### src/rtl/dev_io_sequencer.sv
// dev_io_sequencer
//   Moves 5-bit characters between a host stream and the core's device I/O
//   handshakes. Host characters are queued in an input FIFO and offered to the
//   core one at a time. An idle gap follows each accepted character, which
//   emulates the pace of a tape reader. Core output characters are captured
//   into an output FIFO that the host drains (first-word fall-through).
//
// Ports
//   clk, reset                      clock, synchronous active-high reset
//   host_in_data/val/rdy            host -> input FIFO
//   host_out_data/val/rdy           output FIFO -> host
//   dev_input_rdy/val/data          input FIFO -> core (registered val/data)
//   dev_output_rdy/data/ack         core -> output FIFO, one-cycle ack
//   in_level, out_level             FIFO occupancies
//
// Input FSM
//   state     | meaning
//   I_IDLE    | waiting for a queued character and a ready core
//   I_PRESENT | character on dev_input_data, waiting for the core to take it
//   I_GAP     | enforced idle time after an accepted character
//
// Output FSM
//   state     | meaning
//   O_IDLE    | waiting for the core to offer a character (and FIFO room)
//   O_ACK     | ack pulse high for this one cycle
//   O_WAIT    | waiting for the core to drop its request

module dev_io_sequencer #(
  parameter int DEPTH      = 8,
  parameter int GAP_CYCLES = 4,
  parameter int DW         = 5
) (
  input  logic                   clk,
  input  logic                   reset,
  input  logic [DW-1:0]          host_in_data,
  input  logic                   host_in_val,
  output logic                   host_in_rdy,
  output logic [DW-1:0]          host_out_data,
  output logic                   host_out_val,
  input  logic                   host_out_rdy,
  input  logic                   dev_input_rdy,
  output logic                   dev_input_val,
  output logic [DW-1:0]          dev_input_data,
  input  logic                   dev_output_rdy,
  input  logic [DW-1:0]          dev_output_data,
  output logic                   dev_output_ack,
  output logic [$clog2(DEPTH):0] in_level,
  output logic [$clog2(DEPTH):0] out_level
);

  localparam int AW = $clog2(DEPTH);
  localparam int LW = AW + 1;
  localparam int GW = $clog2(GAP_CYCLES + 2);
  localparam logic [LW-1:0] FULL = LW'(DEPTH);

  typedef enum logic [1:0] {I_IDLE, I_PRESENT, I_GAP} i_state_e;
  typedef enum logic [1:0] {O_IDLE, O_ACK, O_WAIT} o_state_e;

  // ---------------- input FIFO ----------------
  logic [DW-1:0] in_mem_q [DEPTH];
  logic [AW-1:0] in_wr_q, in_rd_q;
  logic [LW-1:0] in_lvl_q;
  logic          in_push, in_pop;

  assign host_in_rdy = (in_lvl_q != FULL);
  assign in_push     = host_in_val && host_in_rdy;
  assign in_level    = in_lvl_q;

  always_ff @(posedge clk) begin
    if (in_push) in_mem_q[in_wr_q] <= host_in_data;
  end

  always_ff @(posedge clk) begin
    if (reset) begin
      in_wr_q  <= '0;
      in_rd_q  <= '0;
      in_lvl_q <= '0;
    end else begin
      if (in_push) in_wr_q <= in_wr_q + AW'(1);
      if (in_pop)  in_rd_q <= in_rd_q + AW'(1);
      case ({in_push, in_pop})
        2'b10:   in_lvl_q <= in_lvl_q + LW'(1);
        2'b01:   in_lvl_q <= in_lvl_q - LW'(1);
        default: in_lvl_q <= in_lvl_q;
      endcase
    end
  end

  // ---------------- output FIFO ----------------
  logic [DW-1:0] out_mem_q [DEPTH];
  logic [AW-1:0] out_wr_q, out_rd_q;
  logic [LW-1:0] out_lvl_q;
  logic          out_push, out_pop;

  assign host_out_val  = (out_lvl_q != '0);
  assign host_out_data = out_mem_q[out_rd_q];
  assign out_pop       = host_out_val && host_out_rdy;
  assign out_level     = out_lvl_q;

  always_ff @(posedge clk) begin
    if (out_push) out_mem_q[out_wr_q] <= dev_output_data;
  end

  always_ff @(posedge clk) begin
    if (reset) begin
      out_wr_q  <= '0;
      out_rd_q  <= '0;
      out_lvl_q <= '0;
    end else begin
      if (out_push) out_wr_q <= out_wr_q + AW'(1);
      if (out_pop)  out_rd_q <= out_rd_q + AW'(1);
      case ({out_push, out_pop})
        2'b10:   out_lvl_q <= out_lvl_q + LW'(1);
        2'b01:   out_lvl_q <= out_lvl_q - LW'(1);
        default: out_lvl_q <= out_lvl_q;
      endcase
    end
  end

  // ---------------- input FSM ----------------
  i_state_e      i_state_q, i_state_d;
  logic [GW-1:0] gap_q, gap_d;
  logic          in_val_q, in_val_d;
  logic [DW-1:0] in_data_q, in_data_d;

  always_ff @(posedge clk) begin
    if (reset) begin
      i_state_q <= I_IDLE;
      gap_q     <= '0;
      in_val_q  <= 1'b0;
      in_data_q <= '0;
    end else begin
      i_state_q <= i_state_d;
      gap_q     <= gap_d;
      in_val_q  <= in_val_d;
      in_data_q <= in_data_d;
    end
  end

  always_comb begin
    i_state_d = i_state_q;
    gap_d     = gap_q;
    case (i_state_q)
      I_IDLE: begin
        if (in_lvl_q != '0 && dev_input_rdy) i_state_d = I_PRESENT;
      end
      I_PRESENT: begin
        if (dev_input_rdy) begin
          if (GAP_CYCLES == 0) begin
            i_state_d = I_IDLE;
          end else begin
            i_state_d = I_GAP;
            gap_d     = GW'(GAP_CYCLES);
          end
        end
      end
      I_GAP: begin
        gap_d = gap_q - GW'(1);
        if (gap_q == GW'(1)) i_state_d = I_IDLE;
      end
      default: i_state_d = I_IDLE;
    endcase
  end

  // The head is popped as it is latched into the presentation register, so
  // the FIFO slot frees one cycle before the core actually takes it.
  always_comb begin
    in_pop    = 1'b0;
    in_val_d  = in_val_q;
    in_data_d = in_data_q;
    case (i_state_q)
      I_IDLE: begin
        if (in_lvl_q != '0 && dev_input_rdy) begin
          in_pop    = 1'b1;
          in_val_d  = 1'b1;
          in_data_d = in_mem_q[in_rd_q];
        end
      end
      I_PRESENT: begin
        if (dev_input_rdy) in_val_d = 1'b0;
      end
      default: in_val_d = 1'b0;
    endcase
  end

  assign dev_input_val  = in_val_q;
  assign dev_input_data = in_data_q;

  // ---------------- output FSM ----------------
  o_state_e o_state_q, o_state_d;
  logic     ack_q, ack_d;

  always_ff @(posedge clk) begin
    if (reset) begin
      o_state_q <= O_IDLE;
      ack_q     <= 1'b0;
    end else begin
      o_state_q <= o_state_d;
      ack_q     <= ack_d;
    end
  end

  always_comb begin
    o_state_d = o_state_q;
    case (o_state_q)
      O_IDLE:  if (dev_output_rdy && out_lvl_q != FULL) o_state_d = O_ACK;
      O_ACK:   o_state_d = O_WAIT;
      O_WAIT:  if (!dev_output_rdy) o_state_d = O_IDLE;
      default: o_state_d = O_IDLE;
    endcase
  end

  // Room is judged on the current level only; a host pop in the same cycle
  // does not let a capture through.
  always_comb begin
    out_push = (o_state_q == O_IDLE) && dev_output_rdy && (out_lvl_q != FULL);
    ack_d    = out_push;
  end

  assign dev_output_ack = ack_q;

endmodule

### config.mk
export PLATFORM = sky130hd
export DESIGN_NAME = dev_io_sequencer
export DESIGN_NICKNAME = d
export VERILOG_FILES = /design/src/rtl/dev_io_sequencer.sv
export SDC_FILE = /design/constraint.sdc
export NUM_CORES = 1
export LEC_CHECK = 0
export CAP_MARGIN = 25
export CORE_UTILIZATION = 30
export DETAILED_ROUTE_END_ITERATION = 8
export GPL_TIMING_DRIVEN = 0
export PLACE_DENSITY_LB_ADDON = 0.15
export SKIP_CTS_REPAIR_TIMING = 1
export SLEW_MARGIN = 25
export SYNTH_ARGS = -nofsm -noshare
export SYNTH_HDL_FRONTEND = slang
export SYNTH_SLANG_ARGS = --single-unit
export TNS_END_PERCENT = 1
### constraint.sdc
create_clock -name clk -period 4.4 [get_ports clk]
set_clock_uncertainty 0.05 [all_clocks]
set_input_delay 0.66 -clock clk [delete_from_list [all_inputs] [get_ports clk]]
set_output_delay 0.66 -clock clk [all_outputs]
set_load 0.01 [all_outputs]
==> changes_impl.md, run 1 <==
### Changed

- Top class by area: registers
- Status: completed
- PnR worst setup slack: 1.35 ns
- DPL Wire Length: 6200 um
- Flop2flop setup slack: 1.64 ns
- Comb gate area: 0.00159 sq mm
- Area occupied by registers: 0.00314 sq mm
- Crit path kind: register to output port
- Cell internal pwr: 2690 uW
- Top Layout Cells: edfxtp_1, dfxtp_1, clkdlybuf4s50_1, nor2_1, mux4_2
- Clk cell area share: 9.75%
- Drt pass-1 iters: 4
- Worst EP arrival: 2.34 ns
- Synth Area in Adders: 3.13%
- Post-synth top area cell: edfxtp_1
- Worst-Margin Slew: 0.980 ns
- Seq pwr share: 37.6%
- Distinct lib cells: 39
- Core area: 0.0154 sq mm
- Met2 GRT Util: 21.0%
- Post-layout min period: 3.05 ns
- Crit path max-delay cell type: clkbuf_1
- Crit. End Element: output port
- Design Power: 3710 uW
- Post-Synthesis Cells: 326
- Mean area per synthesized cell: 14.7 sq um
- CP peak stage delay: 0.48 ns
- Setup-failing EPs final: 0
- Comb area share: 26.4%
- Post-route cell area: 0.00604 sq mm
- Reg2reg end: in_level[3]
- Non-clock buffer area fraction after layout: 7.14%
- PortBufs: 36
- Worst hold stages: 2
- Hold endpoint: o_state_q[1]
- Worst reg-to-reg path cell count: 8
- Remaining DRCs: 0
- Gr usage total: 12.8%
-- run 1: per-layer routing --
layer  vias up  wire length (um)
met5         -                 0
met4         0               175
met3        12               331
met2        38              4650
met1      1325              4300
li1       1355                 -
-- run 1: flip-flops by register name, summed over array words and instances (netlist names), named ones only --
signal and count:
dev_input_data 5, dev_input_val 1, dev_output_ack 1, gap_q 3, i_state_q 2, in_level 4
in_mem_q 40, in_rd_q 3, in_wr_q 3, o_state_q 2, out_level 4, out_mem_q 40
out_rd_q 3, out_wr_q 3
-- run 1: power groups by stage --
stage	Combinational [uW]	Clock (uW)	Sequential, uW
6_report	971	1340	1390
5_1_grt	1080	1430	1410
4_1_cts	993	1380	1400
3_5_place_dp	988	0	1420
3_3_place_gp	979	0	1410
2_1_floorplan	635	0	1420
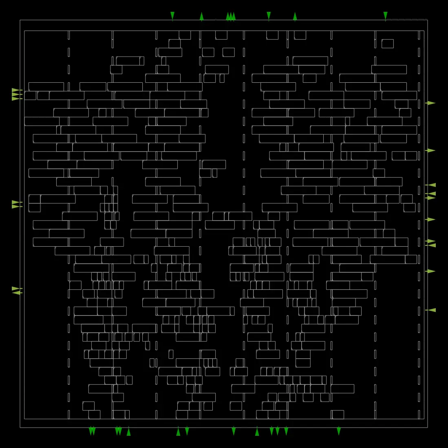
Fig. 1. Placed standard cells (run 1).
Non-Filler Instances: 605
row count: 45
flop count: 117
Layout fillers: 1476

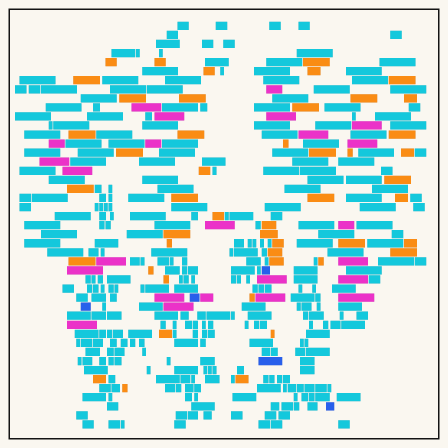
Fig. 2. Drive-strength map (run 1).
[x2] orange | cells: 47 | most used: mux4_2
[x3 and x4] blue | cells: 5
[x6 and larger] magenta | cells: 24 | most used: clkbuf_16
[x1 and smaller] cyan | cells: 318 | most used: edfxtp_1

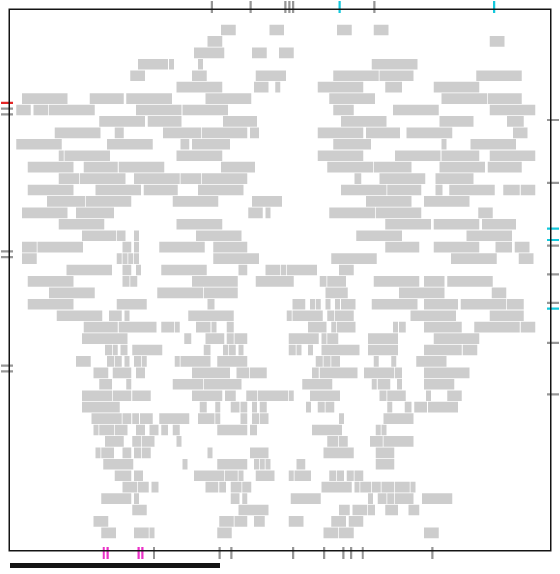
Fig. 3. Ports around the boundary (run 1).
The bar under the picture is 50 um long. Pins as bars across the die edge, other pins in grey.
[clk] red | pins: 1 | direction: input | edge: left
[dev_output_data] cyan | pins: 5 | direction: input | edge: 3 right, 2 top
[in_level] magenta | pins: 4 | direction: output | edge: bottom

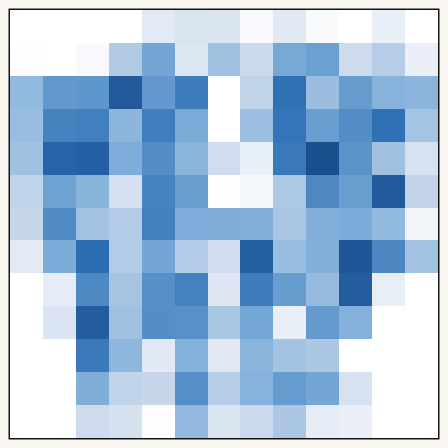
Fig. 4. Cell density map (run 1).
The die is cut into 13 by 13 equal tiles; white is low, dark blue is high, 0 to 100% covered.
mean over tiles: 35%
nearly empty tiles: 18%
emptiest ninth of the die: lower right

Fig. 5: run 1, zoomed window
Region (86, 86) to (106, 106) um. Cells in grey, sequential cells in the stronger grey; small squares are vias.
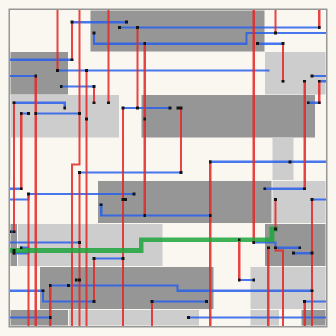

==> run 2: changes to the inputs <==
clock period = 2.75 ns   (was 4.4 ns; I/O delays follow)
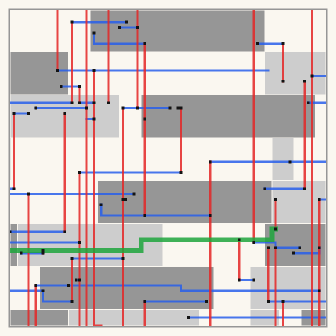
Fig. 6. Zoomed window (run 2).
Region (86, 86) to (106, 106) um. Cells in grey, sequential cells in the stronger grey; small squares are vias.
[M3] green
[M1] blue
[M2] red
most frequent: edfxtp_1 (4), clkbuf_16 (2)
cells with their middle in the window: 8
sequential cells in the window: 4
netlist names of flops here include: out_mem_q (4)

==> run 2 against run 1 <==
Compared with the run above:
- die size is the same
- clock-buffer cell count is the same
- sequential power grew 61%
- via count grew 0.18%
- wire length grew 0.37%
- utilization grew 0.22 points
- critical path type is now register to register
- largest cell class unchanged
==> changes_impl.md, run 2 <==
### Changed

- Mean area per synthesized cell: 14.7 sq um (unchanged)
- Status: completed
- Post-synth top area cell: edfxtp_1
- Hold endpoint: o_state_q[1]
- Synth Area in Adders: 3.13% (unchanged)
- Met2 GRT Util: 21.0% (unchanged)
- Clk pwr: 2150 uW (+60%)
- Distinct lib cells: 39 (unchanged)
- Design Power: 5980 uW (+61%)
- Worst EP arrival: 2.91 ns (+0.57 ns)
- PortBufs: 36 (unchanged)
- Gr usage total: 12.8% (unchanged)
- Post-route cell area: 0.00608 sq mm (+0.56%)
- DR WL met2: 4710 um (+1.4%)
- Seq pwr share: 37.5% (about the same)
- Crit path kind: register to register
- Core area: 0.0154 sq mm (unchanged)
- Power Combinational: 1590 uW (+64%)
- Post-Synthesis Cells: 326 (unchanged)
- Non-Filler Instances: 605 (unchanged)
- Flop2flop setup slack: 0.08 ns (-1.56 ns)
- Post-layout min period: 2.67 ns
- Row count: 45 (unchanged)
- Setup-failing EPs final: 0 (unchanged)
- Remaining DRCs: 0 (unchanged)
run 2: cell counts after synthesis:
Identical to the previous run, type by type.
run 2: worst max-delay path: stages, from the launching register on:
cell and delay [ns]:
dfxtp_1 0.33, or4_1 0.50, buf_2 0.17, and2_4 0.14, buf_6 0.14, ha_2 0.31, or3_1 0.38, o32ai_1 0.16
mux2_2 0.37
run 2: layout make-up:
type                            count  area [sq um]
Fill cell                        1472          9350
Clock inverter                      9           101
Timing Repair Buffer               37           368
Multi-Input combinational cell    188          1610
Buffer                             14          73.8
Clock buffer                       23           488
Inverter                            6          22.5
Tap cell                          211           264
Sequential cell                   117          3150
run 2: cells by family after synthesis:
family | Yosys count
adders and majority gates | 12
muxes | 31
AOI/OAI and AO/OA | 35
and+or+nand+nor | 98
xor gates and xnor gates | 12
DFF | 117
buffers and inverters | 21
Fig. 7: run 2, placed standard cells
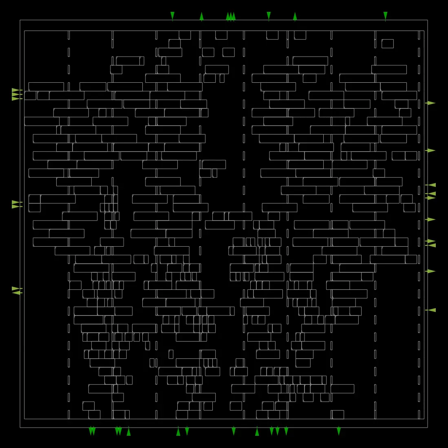

==> run 3: changes to the inputs <==
SETUP_SLACK_MARGIN = 0.02   (was unset)
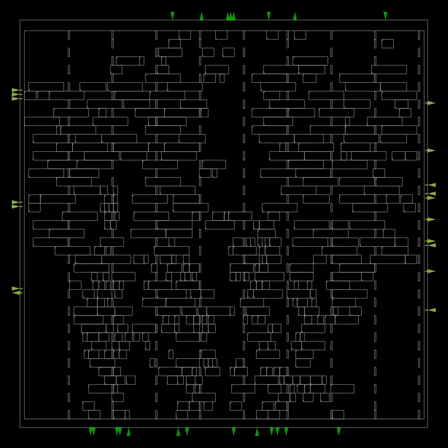
Fig. 8. Placed standard cells (run 3).
register share of the cell area: 51.7%
core area: 0.0154 sq mm
final core occ: 39.4%
Layout fillers: 1475

==> run 3 against run 2 <==
Compared with the run above:
- sequential share of layout area fell by 0.053 points
- register-to-register slack about the same
- synthesized area did not move
- clock-buffer cell count stayed put
- utilization hardly changed
- clock power about the same
- worst hold slack barely moved
- wire length is essentially flat
- critical path type unchanged
==> changes_impl.md, run 3 <==
### Changed

- Status: completed
- Tool warnings: 30
- Worst EP arrival: 2.91 ns (about the same)
- PortBufs: 36 (unchanged)
- Power Combinational: 1600 uW (about the same)
- Gr usage total: 12.8% (unchanged)
- Area occupied by registers: 0.00315 sq mm (unchanged)
- Met2 GRT Util: 21.0% (unchanged)
- Yosys stat cell total: 326
- Post-layout min period: 2.67 ns (-0.00307 ns)
- Top non-seq family: multiplexers
- Post-Route WL: 9500 um
- Post-Synth AOI/OAI Area: 4.66%
- Yosys Chip Area: 0.00480 sq mm
- Crit path launch type: register
- Post-synth top area cell: edfxtp_1
- Row count: 45 (unchanged)
- Non-Filler Instances: 605 (unchanged)
- Post-Synthesis Cells: 326 (unchanged)
- Crit path kind: register to register
- Design Power: 6000 uW (+0.23%)
- Largest net degree at the start of global routing: 17
- Synth Area in Adders: 3.13% (unchanged)
- Vias/cell: 4.52
- And+or+nand+nor area frac: 10.7%
- Mean area per synthesized cell: 14.7 sq um (unchanged)
- Worst-Margin Slew: 0.971 ns
- Comb gate area: 0.00162 sq mm (+0.23%)
- Setup-failing EPs final: 0 (unchanged)
- Area delta synth->final: 26.7%
- Ant diodes: 0
- Clk pwr: 2150 uW (about the same)
- Max_cap viols: 0
- Remaining DRCs: 0 (unchanged)
- Count of library flops with an enable pin: 80
- DR WL met2: 4710 um (about the same)
- Top cell excl fill/tap: edfxtp_1
- Seq pwr share: 37.5% (about the same)
- Distinct lib cells: 39 (unchanged)
- Post-route cell area: 0.00608 sq mm (+0.10%)
run 3: area by class of cell:
type	count	area share (%)
multi-input combinational	188	26.6
clock buffer	23	8.02
timing repair buffer	37	6.05
sequential	117	51.7
inverter	6	0.370
clock inverter	9	1.67
buffer	14	1.25
tap	211	4.34
run 3: worst paths after layout:
| path | endpoint | slack [ns] |
|---|---|---|
| worst max-delay path | in_level[3] | 0.08 |
| worst min-delay path | o_state_q[1] | 0.43 |
| worst max register to register | in_level[3] | 0.08 |
| worst min register to register | o_state_q[1] | 0.43 |
run 3: critical path: stages, from the launching register on:
cell and delay [ns]:
dfxtp_1 0.33, or4_1 0.51, buf_4 0.17, and2_4 0.13, buf_6 0.14, ha_2 0.31
or3_1 0.38, o32ai_1 0.16, mux2_2 0.37
Power and IR drop assume default switching activity.
